==> images/m1.png <==
Bar = 10 um.
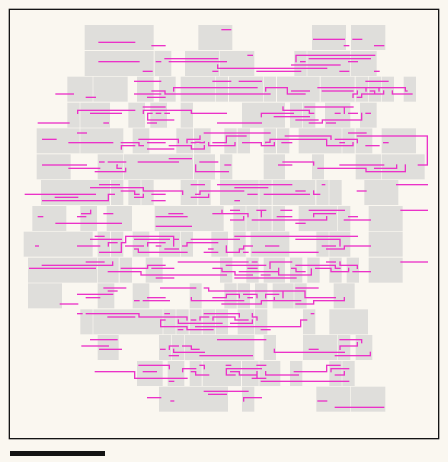
==> images/m2.png <==
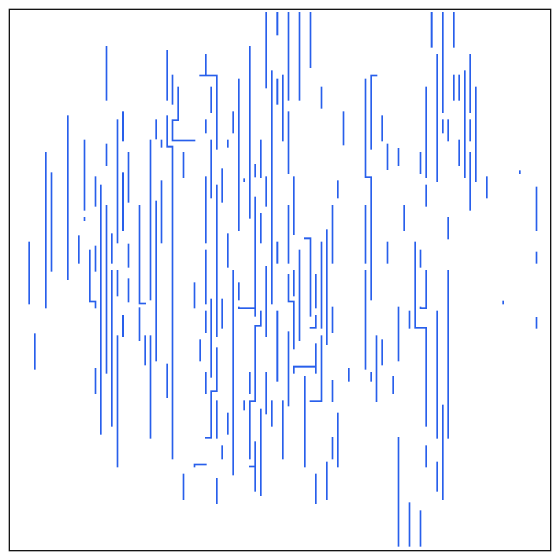
==> images/m3.png <==
Bar = 10 um.
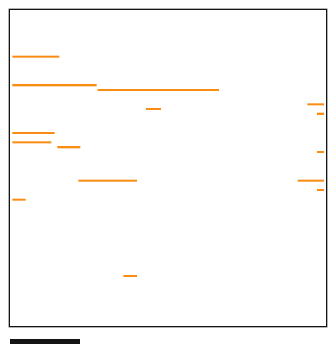
[config.mk]
export PLATFORM = sky130hd
export DESIGN_NAME = game_controller
export DESIGN_NICKNAME = d
export VERILOG_FILES = /design/src/rtl/game_pkg.sv /design/src/rtl/hint_encoder.sv /design/src/rtl/game_controller.sv
export SDC_FILE = /design/constraint.sdc
export NUM_CORES = 1
export LEC_CHECK = 0
export ABC_AREA = 1
export CAP_MARGIN = 25
export CORE_UTILIZATION = 45
export CTS_CLUSTER_DIAMETER = 200
export DETAILED_ROUTE_END_ITERATION = 8
export PLACE_DENSITY_LB_ADDON = 0.2
export RECOVER_POWER = 100
export SLEW_MARGIN = 0
export SYNTH_ARGS = -nofsm -noshare
export SYNTH_HDL_FRONTEND = slang
export SYNTH_SLANG_ARGS = --single-unit
[constraint.sdc]
create_clock -name clk_i -period 3.2 [get_ports clk_i]
set_input_delay 0.64 -clock clk_i [delete_from_list [all_inputs] [get_ports clk_i]]
set_output_delay 0.64 -clock clk_i [all_outputs]
set_load 0.01 [all_outputs]
[src/rtl/game_pkg.sv]
// ------------------------------------------------------------------
// game_pkg: states and select codes shared by controller and datapath
// rev 1.0
// ------------------------------------------------------------------
`default_nettype none

package game_pkg;

  typedef enum logic [3:0] {
    S_IDLE       = 4'd0,
    S_SEED       = 4'd1,
    S_WAIT_GUESS = 4'd2,
    S_SEL0       = 4'd3,
    S_EVAL0      = 4'd4,
    S_SEL1       = 4'd5,
    S_EVAL1      = 4'd6,
    S_SEL2       = 4'd7,
    S_EVAL2      = 4'd8,
    S_DECIDE     = 4'd9,
    S_WON        = 4'd10,
    S_LOST       = 4'd11
  } state_e;

  localparam logic [1:0] HSEL_ABSENT  = 2'd0;
  localparam logic [1:0] HSEL_PRESENT = 2'd1;
  localparam logic [1:0] HSEL_EXACT   = 2'd2;

  localparam logic [1:0] NSEL_ZERO = 2'd0;
  localparam logic [1:0] NSEL_N2   = 2'd1;
  localparam logic [1:0] NSEL_N1   = 2'd2;
  localparam logic [1:0] NSEL_N0   = 2'd3;

  // Guess position i is routed through the comparator via code 3 - i.
  function automatic logic [1:0] nsel_for_pos(input logic [1:0] pos);
    case (pos)
      2'd0:    nsel_for_pos = NSEL_N0;
      2'd1:    nsel_for_pos = NSEL_N1;
      2'd2:    nsel_for_pos = NSEL_N2;
      default: nsel_for_pos = NSEL_ZERO;
    endcase
  endfunction

endpackage

`default_nettype wire

[src/rtl/hint_encoder.sv]
// ------------------------------------------------------------------
// hint_encoder: maps a position and the EQ flags to a hint code
// rev 1.0
// ------------------------------------------------------------------
`default_nettype none

module hint_encoder (
  input  logic [1:0] pos_i,
  input  logic [2:0] eq_i,
  output logic [1:0] h_select_o
);
  import game_pkg::*;

  logic exact;
  logic elsewhere;

  // Multiplicity is deliberately ignored: any match at another position counts.
  always_comb begin
    exact     = 1'b0;
    elsewhere = 1'b0;
    case (pos_i)
      2'd0: begin
        exact     = eq_i[0];
        elsewhere = eq_i[1] | eq_i[2];
      end
      2'd1: begin
        exact     = eq_i[1];
        elsewhere = eq_i[0] | eq_i[2];
      end
      2'd2: begin
        exact     = eq_i[2];
        elsewhere = eq_i[0] | eq_i[1];
      end
      default: begin
        exact     = 1'b0;
        elsewhere = 1'b0;
      end
    endcase

    if (exact)
      h_select_o = HSEL_EXACT;
    else if (elsewhere)
      h_select_o = HSEL_PRESENT;
    else
      h_select_o = HSEL_ABSENT;
  end

endmodule

`default_nettype wire

[src/rtl/game_controller.sv]
// ------------------------------------------------------------------
// game_controller: sequences secret load, digit compare, hints, win/lose
// rev 1.0
// ------------------------------------------------------------------
`default_nettype none

module game_controller #(
  parameter int unsigned MAX_ATTEMPTS = 6
) (
  input  logic                                  clk_i,
  input  logic                                  rst_n_i,
  input  logic                                  start_i,
  input  logic                                  guess_valid_i,
  input  logic                                  eq_r0_i,
  input  logic                                  eq_r1_i,
  input  logic                                  eq_r2_i,
  output logic                                  ready_o,
  output logic                                  rng_load_o,
  output logic                                  h0_enable_o,
  output logic                                  h1_enable_o,
  output logic                                  h2_enable_o,
  output logic [1:0]                            h_select_o,
  output logic [1:0]                            n_select_o,
  output logic                                  win_o,
  output logic                                  lose_o,
  output logic [$clog2(MAX_ATTEMPTS+1)-1:0]     attempts_o
);
  import game_pkg::*;

  localparam int unsigned AW = $clog2(MAX_ATTEMPTS + 1);

  state_e        state_q, state_d;
  logic [AW-1:0] attempts_q, attempts_d;
  logic [2:0]    mask_q, mask_d;
  logic [2:0]    eq;
  logic [1:0]    eval_pos;
  logic [1:0]    hint_sel;

  assign eq         = {eq_r2_i, eq_r1_i, eq_r0_i};
  assign attempts_o = attempts_q;

  always_ff @(posedge clk_i) begin
    if (!rst_n_i) begin
      state_q    <= S_IDLE;
      attempts_q <= '0;
      mask_q     <= '0;
    end else begin
      state_q    <= state_d;
      attempts_q <= attempts_d;
      mask_q     <= mask_d;
    end
  end

  always_comb begin
    state_d    = state_q;
    attempts_d = attempts_q;
    mask_d     = mask_q;
    case (state_q)
      S_IDLE, S_WON, S_LOST: begin
        if (start_i) state_d = S_SEED;
      end
      S_SEED: begin
        attempts_d = '0;
        mask_d     = '0;
        state_d    = S_WAIT_GUESS;
      end
      S_WAIT_GUESS: begin
        if (start_i)            state_d = S_SEED;
        else if (guess_valid_i) state_d = S_SEL0;
      end
      S_SEL0: state_d = S_EVAL0;
      S_EVAL0: begin
        mask_d[0] = eq[0];
        state_d   = S_SEL1;
      end
      S_SEL1: state_d = S_EVAL1;
      S_EVAL1: begin
        mask_d[1] = eq[1];
        state_d   = S_SEL2;
      end
      S_SEL2: state_d = S_EVAL2;
      S_EVAL2: begin
        mask_d[2] = eq[2];
        state_d   = S_DECIDE;
      end
      S_DECIDE: begin
        // Losing is tested on the pre-increment count so the counter never wraps.
        attempts_d = attempts_q + AW'(1);
        if (mask_q == 3'b111)
          state_d = S_WON;
        else if (attempts_q == AW'(MAX_ATTEMPTS - 1))
          state_d = S_LOST;
        else
          state_d = S_WAIT_GUESS;
      end
      default: state_d = S_IDLE;
    endcase
  end

  always_comb begin
    case (state_q)
      S_EVAL1: eval_pos = 2'd1;
      S_EVAL2: eval_pos = 2'd2;
      default: eval_pos = 2'd0;
    endcase
  end

  hint_encoder u_hint_encoder (
    .pos_i      (eval_pos),
    .eq_i       (eq),
    .h_select_o (hint_sel)
  );

  always_comb begin
    ready_o     = 1'b0;
    rng_load_o  = 1'b0;
    h0_enable_o = 1'b0;
    h1_enable_o = 1'b0;
    h2_enable_o = 1'b0;
    h_select_o  = HSEL_ABSENT;
    n_select_o  = NSEL_ZERO;
    win_o       = 1'b0;
    lose_o      = 1'b0;
    case (state_q)
      S_SEED: begin
        rng_load_o  = 1'b1;
        h0_enable_o = 1'b1;
        h1_enable_o = 1'b1;
        h2_enable_o = 1'b1;
      end
      S_WAIT_GUESS: ready_o = 1'b1;
      S_SEL0: n_select_o = nsel_for_pos(2'd0);
      S_EVAL0: begin
        n_select_o  = nsel_for_pos(2'd0);
        h0_enable_o = 1'b1;
        h_select_o  = hint_sel;
      end
      S_SEL1: n_select_o = nsel_for_pos(2'd1);
      S_EVAL1: begin
        n_select_o  = nsel_for_pos(2'd1);
        h1_enable_o = 1'b1;
        h_select_o  = hint_sel;
      end
      S_SEL2: n_select_o = nsel_for_pos(2'd2);
      S_EVAL2: begin
        n_select_o  = nsel_for_pos(2'd2);
        h2_enable_o = 1'b1;
        h_select_o  = hint_sel;
      end
      S_WON:  win_o  = 1'b1;
      S_LOST: lose_o = 1'b1;
      default: ;
    endcase
  end

endmodule

`default_nettype wire

==> impl_metrics.ini <==
; generated from flow reports
[run_status]
status = completed

[floorplanning]
die_w_um = 45.1
dieArea_sq_um = 2030
num_rows = 15
die-height_um = 45.1
ioPinCount = 21
core_sq_um = 1730
initCoreUtil_pct = 48.3

[worst_setup_path]
critPathCaptureType = output pin
slowest_delay_ns = 0.56
required_ns = 2.56
cp_cell_sequence = inv_1, nand2_2, inv_2, nand2_4, inv_1, ha_1, nand2_1, nand3_1, nor4_2, clkdlybuf4s50_1
critPathKind = reg -> out
cpMaxStageDelayCell = clkdlybuf4s50_1
worst-path-buf-inv = 4
r2r_slack_ns = 1.74
crit_path_start_kind = flip-flop
path_delay_family = buffers and inverters
arrival_ns = 2.35
crit_top_cell = inv_1
path_depth = 10

[timing]
slew_headroom_pct = 74.9
period_needed_ns = 2.99
fmax_mhz = 334
rsz0062_at_grt = no
finalSetupViolCount = 0
finalHoldViolCount = 0
finalSetupTns_ns = 0
clock_skew_ns = 0.00676
worst_pin_slew_ns = 0.376
postLayoutSetupSlackWorst_ns = 0.209
period_used_pct = 93.5
drv_slew = 0

[global_route]
grt_overflow = 0
first_global_vias = 720
antenna_found_initial = 0
grt_max_degree = 10
grt_pass1_wl_um = 2950

[clock_tree]
cts_resized = 0
clkTransAtPathRegs_ns = 0.06
post_cts_buffers = 0
h-tree-depth = 1
ctsHoldBuffers = 0
cts_buffer_depth = 2
root_buffer = clkbuf_4
clock_latency_ns = 0.27
clock-sinks = 10
numCtsBuffers = 3

[synth]
edf_count = 0
ys_sh_simple_pct = 43.6
syn_avg_cell_area_sq_um = 6.73
syn_nets = 138
ys_sh_xor_pct = 1.05
top_logic_kind = simple AND/OR/NAND/NOR gates
synth-async-reset-ratio_pct = 0
ys_ff = 10
yosysCellCount = 124
top_area_share_pct = 24.0
top_cells_by_area = dfxtp_1 24%, nand2_1 13%, ha_1 10%
synth_cell_type_count = 26
synth_area_sq_um = 835
ys_warn_count = 0
ys_seq_share_pct = 24.0
aoi_share_pct = 10.5
yosys-stat-area_sq_um = 835
postSynthCellCount = 124

[flow_run]
drv_cap = 0
warnings = 31

[power]
pwr-share-clk_pct = 25.0
switching_power_uw = 120
intPower_uw = 225
powerDensity_nw_per_um2 = 325
sw_frac_of_total_pct = 34.7
combPwrFrac_pct = 34.4

[layout]
final_nets = 162
layout-drive-gt1-share_pct = 15.8
area_growth_pct = 26.7
mostFrequentLayoutCells = 31 x nand2_1, 15 x dlygate4sd3_1, 13 x nor2_1

[drt]
wl_um = 1800
wl_per_cell_um = 10.5
dr_total_vias = 833
dr.first_iter.drc_count = 18

[min_path]
min_delay_path_depth = 2
hp-class = reg -> reg

[placement]
place_congestion = 0.759
dp_hpwl_um = 1400
port_buffers = 20
Back to the opening pictures, m1.png:
longest straight run = 12.9 um
main direction = horizontal
wire length on this layer = 863 um
nets with wire on the layer = 138

Back to the opening pictures, m2.png:
share of all routed wire = 47%
nets with wire on the layer = 131
main direction = vertical
wire length on this layer = 841 um
longest straight run = 26.0 um

Back to the opening pictures, m3.png:
wire length on this layer = 69.9 um
main direction = horizontal
share of all routed wire = 3.9%

## synth_stat cells (2+ instances only)
| master | number |
|---|---|
| nand2_1 | 29 |
| nor2_1 | 11 |
| dfxtp_1 | 10 |
| inv_1 | 10 |
| a21oi_1 | 9 |
| inv_2 | 9 |
| nand3_1 | 9 |
| ha_1 | 7 |
| nand2_2 | 6 |
| nand2_4 | 3 |
| nor2_2 | 3 |
| nor2_4 | 3 |
| o21ai_1 | 2 |
## worst paths after layout
| kind | from | end |
|---|---|---|
| max | state_q[0] | h_select_o[0] |
| min | mask_q[0] | mask_q[0] |
| max reg2reg | state_q[0] | mask_q[1] |
| min reg2reg | mask_q[0] | mask_q[0] |
## through the flow
stage	cell area [sq um]	std cells	hold WS (ns)	utilization (%)
CTS	1080	171	0.488	62.4
global route	1060	171	0.510	61.2
floorplan	835	124	0.457	-
finish	1060	171	0.490	61.2
global placement	1050	168	0.471	61.1
detailed placement	1050	168	0.479	61.1
## power groups by stage
stage          clock network (uW)  registers (uW)  logic [uW]
6_report                     86.0             140         118
5_1_grt                      96.2             141         133
4_1_cts                      88.1             141         133
3_5_place_dp                    0             144         133
3_3_place_gp                    0             144         131
2_1_floorplan                   0             138        90.6
## registers in the layout, indices dropped and copies added, names as in the netlist
| name | cells |
|---|---|
| state_q | 4 |
| attempts_o | 3 |
| mask_q | 3 |
## worst reg2reg max path, delay by kind of cell (launching register included)
family	cells	cell delay [ns]
simple gates	3	0.53
buf+inv	3	0.29
compound gates	1	0.06
flops	1	0.44
## final cells by class
class | instances | area (sq um)
repair buffers | 20 | 200
clock buffers | 3 | 22.5
flip-flops and latches | 10 | 200
fillers | 185 | 669
multi-input cells | 93 | 528
inverters | 20 | 75.1
well taps | 25 | 31.3
## cells by family after synthesis
group / Yosys count
compound gates: 15
xor+xnor: 1
fa+ha+maj: 7
buf+inv: 21
flops: 10
simple gates: 70
## routing by layer
metal | up-vias | GRT usage, % | part of all wire (%)
met5 | - | 0 | 0
met4 | 0 | 10.9 | 1.4
met3 | 4 | 5.20 | 3.8
met2 | 17 | 33.3 | 47
met1 | 375 | 24.8 | 48
li1 | 437 | - | -
Power figures rest on the tool's default switching activity, not on a simulated workload.
